==> images/m1.png <==
Supply wires on this layer in gray.
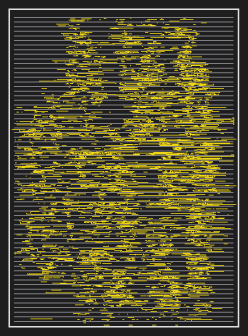
==> images/clock_nets.png <==
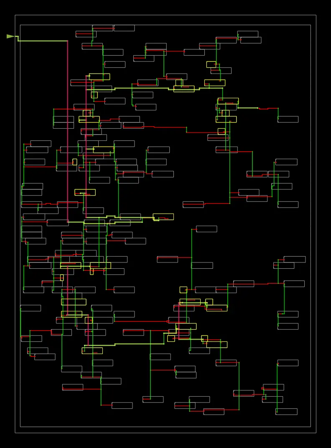
==> images/closeup.png <==
Scale bar: 10 um. Region (52, 78) to (82, 108) um. Cells in gray, sequential cells in the stronger gray; small squares are vias.
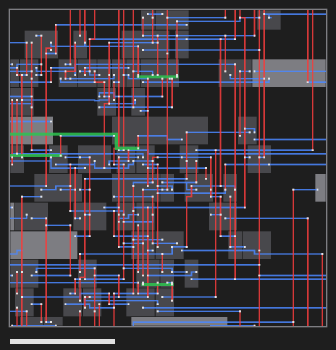
==> images/m4.png <==
Supply wires on this layer in gray.
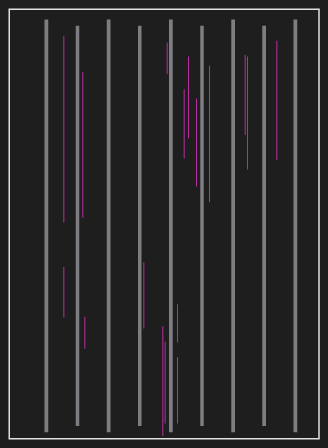
### src/rtl/clock_pkg.sv
// Shared types, reset defaults and BCD/calendar helpers for the clock-set front end.
//   field_e   : editable field codes, matching the field_sel output encoding
//   bcd_t     : one BCD digit
//   DEF_HMS   : shadow time after reset, 00:00:00
//   DEF_DATE  : shadow date after reset, 01-01-2024
//   max_day() : days in a month, two-digit-year leap rule (no century rule)
//   bcd2_*()  : two-digit BCD step with wrap between lo and hi
//   bcd4_*()  : four-digit BCD step with wrap 0000..9999
package clock_pkg;

    typedef logic [3:0] bcd_t;

    typedef enum logic [2:0] {
        FieldHour  = 3'd0,
        FieldMin   = 3'd1,
        FieldSec   = 3'd2,
        FieldDay   = 3'd3,
        FieldMonth = 3'd4,
        FieldYear  = 3'd5
    } field_e;

    localparam logic [23:0] DEF_HMS  = 24'h00_00_00;
    localparam logic [31:0] DEF_DATE = 32'h01_01_2024;

    // Returns the last valid day of the month as two BCD digits.
    function automatic logic [7:0] max_day(input bcd_t mo1, input bcd_t mo0,
                                           input bcd_t y1, input bcd_t y0);
        logic       leap;
        logic [7:0] mo;
        mo = {mo1, mo0};
        // 10*y1 + y0 divisible by 4: even tens need y0 in {0,4,8}, odd tens y0 in {2,6}.
        if (y1[0]) begin
            leap = (y0 == 4'd2) || (y0 == 4'd6);
        end else begin
            leap = (y0 == 4'd0) || (y0 == 4'd4) || (y0 == 4'd8);
        end
        case (mo)
            8'h02:                      max_day = leap ? 8'h29 : 8'h28;
            8'h04, 8'h06, 8'h09, 8'h11: max_day = 8'h30;
            default:                    max_day = 8'h31;
        endcase
    endfunction

    function automatic logic [7:0] bcd2_inc(input logic [7:0] v, input logic [7:0] lo,
                                            input logic [7:0] hi);
        bcd_t tens;
        bcd_t ones;
        tens = v[7:4];
        ones = v[3:0];
        // Packed BCD orders like binary, so >= also catches out-of-range seeds.
        if (v >= hi) begin
            bcd2_inc = lo;
        end else if (ones >= 4'd9) begin
            bcd2_inc = {tens + 4'd1, 4'd0};
        end else begin
            bcd2_inc = {tens, ones + 4'd1};
        end
    endfunction

    function automatic logic [7:0] bcd2_dec(input logic [7:0] v, input logic [7:0] lo,
                                            input logic [7:0] hi);
        bcd_t tens;
        bcd_t ones;
        tens = v[7:4];
        ones = v[3:0];
        if (v <= lo) begin
            bcd2_dec = hi;
        end else if (ones == 4'd0) begin
            bcd2_dec = {tens - 4'd1, 4'd9};
        end else begin
            bcd2_dec = {tens, ones - 4'd1};
        end
    endfunction

    function automatic logic [15:0] bcd4_inc(input logic [15:0] v);
        logic [15:0] r;
        logic        carry;
        r     = v;
        carry = 1'b1;
        for (int i = 0; i < 4; i++) begin
            if (carry) begin
                if (r[4*i +: 4] >= 4'd9) begin
                    r[4*i +: 4] = 4'd0;
                end else begin
                    r[4*i +: 4] = r[4*i +: 4] + 4'd1;
                    carry       = 1'b0;
                end
            end
        end
        bcd4_inc = r;
    endfunction

    function automatic logic [15:0] bcd4_dec(input logic [15:0] v);
        logic [15:0] r;
        logic        borrow;
        r      = v;
        borrow = 1'b1;
        for (int i = 0; i < 4; i++) begin
            if (borrow) begin
                if (r[4*i +: 4] == 4'd0) begin
                    r[4*i +: 4] = 4'd9;
                end else begin
                    r[4*i +: 4] = r[4*i +: 4] - 4'd1;
                    borrow      = 1'b0;
                end
            end
        end
        bcd4_dec = r;
    endfunction

endpackage

### src/rtl/button_debounce.sv
// Debouncer for one raw active-low push-button.
//   clk, rst_n : system clock, asynchronous active-low reset
//   raw_ni     : raw key level, 0 = pressed, asynchronous to clk
//   press_o    : one-cycle pulse when a press (1->0) is accepted
// A level is accepted after DEB_CYCLES consecutive synchronised samples differ from the
// current accepted level; raw edge to press_o takes 2 + DEB_CYCLES cycles.
module button_debounce #(
    parameter int unsigned DEB_CYCLES = 1_000_000,
    parameter int unsigned DEB_W      = 20
) (
    input  logic clk,
    input  logic rst_n,
    input  logic raw_ni,
    output logic press_o
);

    localparam logic [DEB_W-1:0] CNT_LAST = DEB_W'(DEB_CYCLES - 1);

    logic             sync1_q;
    logic             sync2_q;
    logic             level_q;
    logic             press_q;
    logic [DEB_W-1:0] cnt_q;
    logic             accept;

    assign accept  = (sync2_q != level_q) && (cnt_q == CNT_LAST);
    assign press_o = press_q;

    always_ff @(posedge clk or negedge rst_n) begin
        if (!rst_n) begin
            sync1_q <= 1'b1;
            sync2_q <= 1'b1;
            level_q <= 1'b1;
            cnt_q   <= '0;
            press_q <= 1'b0;
        end else begin
            sync1_q <= raw_ni;
            sync2_q <= sync1_q;
            // Release acceptance updates the level silently.
            press_q <= accept & ~sync2_q;
            if (sync2_q == level_q) begin
                cnt_q <= '0;
            end else if (accept) begin
                cnt_q   <= '0;
                level_q <= sync2_q;
            end else begin
                cnt_q <= cnt_q + 1'b1;
            end
        end
    end

endmodule

### src/rtl/clock_set_ctrl.sv
// Clock/calendar set controller: debounces three keys and edits a shadow copy of
// time/date field by field, then commits it to the counter with a one-cycle load.
//   clk, rst_n        : 50 MHz clock, asynchronous active-low reset
//   tick_1s           : one-cycle pulse per second
//   butt_increase/decrease/change : raw active-low keys
//   cur_hms, cur_date : live BCD time {h1,h0,m1,m0,s1,s0} / date {d1,d0,mo1,mo0,y3..y0}
//   edit_active       : high in HOUR..YEAR
//   field_sel         : selected field (field_e), 0 when not editing
//   edit_hms/date     : shadow time/date
//   load              : one-cycle commit strobe
//   blink             : toggles per tick_1s while editing
module clock_set_ctrl
    import clock_pkg::*;
#(
    parameter int unsigned DEB_CYCLES = 1_000_000,
    parameter int unsigned DEB_W      = 20,
    parameter int unsigned TIMEOUT_S  = 10,
    parameter int unsigned TO_W       = 4
) (
    input  logic        clk,
    input  logic        rst_n,
    input  logic        tick_1s,
    input  logic        butt_increase,
    input  logic        butt_decrease,
    input  logic        butt_change,
    input  logic [23:0] cur_hms,
    input  logic [31:0] cur_date,
    output logic        edit_active,
    output logic [2:0]  field_sel,
    output logic [23:0] edit_hms,
    output logic [31:0] edit_date,
    output logic        load,
    output logic        blink
);

    // Edit states share codes with field_e so field_sel is a direct copy.
    typedef enum logic [2:0] {
        StHour   = 3'd0,
        StMin    = 3'd1,
        StSec    = 3'd2,
        StDay    = 3'd3,
        StMonth  = 3'd4,
        StYear   = 3'd5,
        StIdle   = 3'd6,
        StCommit = 3'd7
    } state_e;

    localparam logic [TO_W-1:0] TO_LAST = TO_W'(TIMEOUT_S - 1);

    logic inc_ev, dec_ev, chg_ev;
    logic inc, dec, chg;

    state_e          state_q, state_d;
    logic [23:0]     hms_q, hms_d;
    logic [31:0]     date_q, date_d;
    logic [TO_W-1:0] to_q, to_d;
    logic            edit_q, edit_d;
    logic            edit_active_q;
    field_e          field_sel_q;
    logic            load_q;
    logic            blink_q;

    logic [7:0]  md;
    logic [7:0]  mo_new;
    logic [15:0] yr_new;

    button_debounce #(
        .DEB_CYCLES (DEB_CYCLES),
        .DEB_W      (DEB_W)
    ) u_deb_inc (
        .clk     (clk),
        .rst_n   (rst_n),
        .raw_ni  (butt_increase),
        .press_o (inc_ev)
    );

    button_debounce #(
        .DEB_CYCLES (DEB_CYCLES),
        .DEB_W      (DEB_W)
    ) u_deb_dec (
        .clk     (clk),
        .rst_n   (rst_n),
        .raw_ni  (butt_decrease),
        .press_o (dec_ev)
    );

    button_debounce #(
        .DEB_CYCLES (DEB_CYCLES),
        .DEB_W      (DEB_W)
    ) u_deb_chg (
        .clk     (clk),
        .rst_n   (rst_n),
        .raw_ni  (butt_change),
        .press_o (chg_ev)
    );

    assign edit_q = (state_q != StIdle) && (state_q != StCommit);
    assign edit_d = (state_d != StIdle) && (state_d != StCommit);

    always_comb begin
        // change wins; inc and dec together cancel.
        chg     = chg_ev;
        inc     = inc_ev & ~dec_ev & ~chg_ev;
        dec     = dec_ev & ~inc_ev & ~chg_ev;
        state_d = state_q;
        hms_d   = hms_q;
        date_d  = date_q;
        to_d    = to_q;
        md      = 8'h31;
        mo_new  = date_q[23:16];
        yr_new  = date_q[15:0];
        case (state_q)
            StIdle: begin
                if (chg) begin
                    state_d = StHour;
                    hms_d   = cur_hms;
                    date_d  = cur_date;
                    to_d    = '0;
                end
            end
            StCommit: state_d = StIdle;
            default: begin
                if (chg_ev || inc_ev || dec_ev) begin
                    to_d = '0;
                end else if (tick_1s) begin
                    if (to_q == TO_LAST) begin
                        to_d    = '0;
                        state_d = StIdle;
                    end else begin
                        to_d = to_q + 1'b1;
                    end
                end
                if (chg) begin
                    case (state_q)
                        StHour:  state_d = StMin;
                        StMin:   state_d = StSec;
                        StSec:   state_d = StDay;
                        StDay:   state_d = StMonth;
                        StMonth: state_d = StYear;
                        default: state_d = StCommit;
                    endcase
                end else if (inc || dec) begin
                    case (state_q)
                        StHour: hms_d[23:16] = inc ? bcd2_inc(hms_q[23:16], 8'h00, 8'h23)
                                                   : bcd2_dec(hms_q[23:16], 8'h00, 8'h23);
                        StMin:  hms_d[15:8]  = inc ? bcd2_inc(hms_q[15:8], 8'h00, 8'h59)
                                                   : bcd2_dec(hms_q[15:8], 8'h00, 8'h59);
                        StSec:  hms_d[7:0]   = inc ? bcd2_inc(hms_q[7:0], 8'h00, 8'h59)
                                                   : bcd2_dec(hms_q[7:0], 8'h00, 8'h59);
                        StDay: begin
                            md = max_day(date_q[23:20], date_q[19:16], date_q[7:4], date_q[3:0]);
                            date_d[31:24] = inc ? bcd2_inc(date_q[31:24], 8'h01, md)
                                                : bcd2_dec(date_q[31:24], 8'h01, md);
                        end
                        StMonth: begin
                            mo_new = inc ? bcd2_inc(date_q[23:16], 8'h01, 8'h12)
                                         : bcd2_dec(date_q[23:16], 8'h01, 8'h12);
                            md = max_day(mo_new[7:4], mo_new[3:0], date_q[7:4], date_q[3:0]);
                            date_d[23:16] = mo_new;
                            if (date_q[31:24] > md) begin
                                date_d[31:24] = md;
                            end
                        end
                        StYear: begin
                            yr_new = inc ? bcd4_inc(date_q[15:0]) : bcd4_dec(date_q[15:0]);
                            md = max_day(date_q[23:20], date_q[19:16], yr_new[7:4], yr_new[3:0]);
                            date_d[15:0] = yr_new;
                            if (date_q[31:24] > md) begin
                                date_d[31:24] = md;
                            end
                        end
                        default: ;
                    endcase
                end
            end
        endcase
    end

    always_ff @(posedge clk or negedge rst_n) begin
        if (!rst_n) begin
            state_q       <= StIdle;
            hms_q         <= DEF_HMS;
            date_q        <= DEF_DATE;
            to_q          <= '0;
            edit_active_q <= 1'b0;
            field_sel_q   <= FieldHour;
            load_q        <= 1'b0;
            blink_q       <= 1'b0;
        end else begin
            state_q       <= state_d;
            hms_q         <= hms_d;
            date_q        <= date_d;
            to_q          <= to_d;
            edit_active_q <= edit_d;
            field_sel_q   <= edit_d ? field_e'(3'(state_d)) : FieldHour;
            load_q        <= (state_d == StCommit);
            if (!edit_d) begin
                blink_q <= 1'b0;
            end else if (tick_1s && edit_q) begin
                blink_q <= ~blink_q;
            end
        end
    end

    assign edit_active = edit_active_q;
    assign field_sel   = field_sel_q;
    assign edit_hms    = hms_q;
    assign edit_date   = date_q;
    assign load        = load_q;
    assign blink       = blink_q;

endmodule

### config.mk
export PLATFORM = sky130hd
export DESIGN_NAME = clock_set_ctrl
export DESIGN_NICKNAME = d
export VERILOG_FILES = /design/src/rtl/clock_pkg.sv /design/src/rtl/button_debounce.sv /design/src/rtl/clock_set_ctrl.sv
export SDC_FILE = /design/constraint.sdc
export NUM_CORES = 1
export LEC_CHECK = 0
export CELL_PAD_IN_SITES_DETAIL_PLACEMENT = 0
export CELL_PAD_IN_SITES_GLOBAL_PLACEMENT = 1
export CORE_ASPECT_RATIO = 1.4
export CORE_MARGIN = 2
export CORE_UTILIZATION = 40
export DETAILED_ROUTE_END_ITERATION = 12
export PLACE_DENSITY = 0.81
export REMOVE_ABC_BUFFERS = 1
export SYNTH_ARGS = -nofsm -noshare
export SYNTH_HDL_FRONTEND = slang
export SYNTH_SLANG_ARGS = --single-unit
### constraint.sdc
create_clock -name clk -period 11.6 [get_ports clk]
set_input_delay 1.16 -clock clk [delete_from_list [all_inputs] [get_ports clk]]
set_output_delay 1.16 -clock clk [all_outputs]
set_load 0.05 [all_outputs]
==> run notes <==
The synthesis and place-and-route flow finished, so here is a summary.

STA classifies the critical path endpoint as a flop. The area growth from synthesis to layout is 21.4%. The worst hold path stage count came out at 0. The number of flip-flops under the largest register name came out at 32. In the layout the commonest cells are nor2_1 (129), dfrtp_1 (125), clkdlybuf4s50_1 (122).

The worst clock skew came out at around 15 ps. Global routing put the most usage on met2. The worst register-to-register path has a depth of 16. The path with the worst hold slack has its endpoint at u_deb_inc.sync2_q$_DFF_PN1_. The power dissipated by switching net loads is about 1.2 mW. After layout, the worst setup slack is approximately 6800 ps. The number of warnings issued by yosys came out at 0. The count of flip-flops with a built-in enable after synthesis is 0. The post-synthesis area per instance is between 8 and 9 sq um. Switching power as a fraction of the total was reported as 0.476. The family with the most delay on the worst path is simple AND/OR/NAND/NOR gates. The count of max-cap constraint violations came out at 0. After routing the design area is about 12000 sq um. The required time of the critical path is approximately 12000 ps.

Multi-input logic gates represent a cell area share of 0.483. Setup repair after global routing left no endpoint under its margin. The horizontal die dimension reported for this design is 134 um. The non-clock inverter instance count of the final layout came out at ~57.

The initial core utilization is 0.409. The top layer used by detailed routing is met4. The number of endpoints with negative hold slack in the final report came out at 0. The overflow left after global routing came out at 0.

The post-cts hold buffer count came out at 0. Measured against its own limit, the worst slew margin works out to 0.351. The sum of routed wire segments on met1 is 10800 um. The clock-cell share of area is 0.0488. The row count came out at 66. The net count reported at finish is 1365. The number of nets with antenna violations after routing came out at 0. The run finished with clean final reports. The final max-slew violation count recorded for this run is 0.

The mux contribution to synthesized area came out at 0.0133. The number of buffers on the longest clock path came out at 2. The tree is rooted in a clkbuf_16. The most repeated cell in the gate-level netlist after synthesis is nor2_1. The area share of and/or/nand/nor cells after synthesis came out at 0.233. Dividing total power by cell area gives a power density of about 220 nW/um^2. The cell-mix breakdown from Yosys lists the XOR/XNOR area share as 0.0616.

The layout buffering overhead excluding clock cells is 0.110. For this run, the slowest stage of the critical path takes approximately 550 ps. The per-cell routed wire length is 16.4 um.

The final instance count without filler cells is 1565. The met2 global-route usage is 0.353. The routed design shows a via density per instance of approximately 5.6.

Leaving out fill and tap cells, the most frequent cell in the layout is nor2_1. The worst setup path is launched from a flop. According to the timing report, the critical path is launched from u_deb_chg.press_o$_DFF_PN0_. The wire-length estimate of the detail-placed layout is approximately 18000 um.

Across all hold checks on the routed design, the worst slack comes to between 300 and 400 ps. The clock group total power came out at between 500 and 600 uW. The initial antenna violation count came to 0. The register-to-register setup slack came out at 6780 ps. The kind of critical path is flop to flop.

The number of violations reported at the end of detailed-routing iteration 0 came out at a little over 500. The data arrival time at the worst-slack endpoint is between 5000 and 6000 ps. The total I/O pin count came out at between 100 and 150. The shortest period the worst path allows is 4820 ps. The share of power burned in registers came out at 0.306.

By area, the combinational part of the netlist is dominated by simple AND/OR/NAND/NOR gates. The post-synthesis share of cell area spent on and-or and or-and gates came out at 0.203. The global routing usage summed across all routing layers came out at 0.207. The slowest stage of the critical path is the or4_4 cell. The total chip power is ~2.6 mW.

The remaining design rule violation count is 0. The combinational gate area came out at roughly 5600 sq um. The chip area in the Yosys report came out at approximately 9500 sq um. The proportion of register bits with asynchronous set or reset after synthesis came out at 1.00. The post-cts sizing count is 0. The fmax is 208 MHz.

The combined flip-flop and latch cell area came out at approximately 3500 sq um. The routed length on met2 is roughly 13000 um. The highest supply drop recorded on VDD is approximately 0.12 mV.

Looking at the reg2reg group, the worst path starts from u_deb_chg.press_o$_DFF_PN0_. Post-route period utilization is reported as 0.415. The cell total in the yosys stat output is 1146. The post-synthesis adder-cell area fraction came out at 0.0748. The final layout report lists a non-clock buffer count of around 130. The number of sequential cells came out at approximately 140. The share of total power in combinational logic is 0.486.
## Picture notes: m1.png
1210 nets have wire on it. The longest straight run is 35.4 um. The wires run mostly horizontal.
vias after detailed routing: 8732
Total Wirelength: 25700 um
GR Layer Usage met1: 0.255

## Picture notes: clock_nets.png
clock buf count: 19
source-to-sink clock delay at the later pin of the worst-skew pair: 440 ps

## Picture notes: closeup.png
Green marks M3. Blue marks M1. Red marks M2.
Sequential cells in the window: 2. Most frequent: nand2_1 (7), nor3_1 (6). Netlist names of flops here include `field_sel` (1), `u_deb_inc.press_o` (1). 54 logic cells have their middle in the window.

## Picture notes: m4.png
The wires run mostly vertical. 14 nets have wire on it.

No activity file was given, so power comes from the tool's default toggle rates.
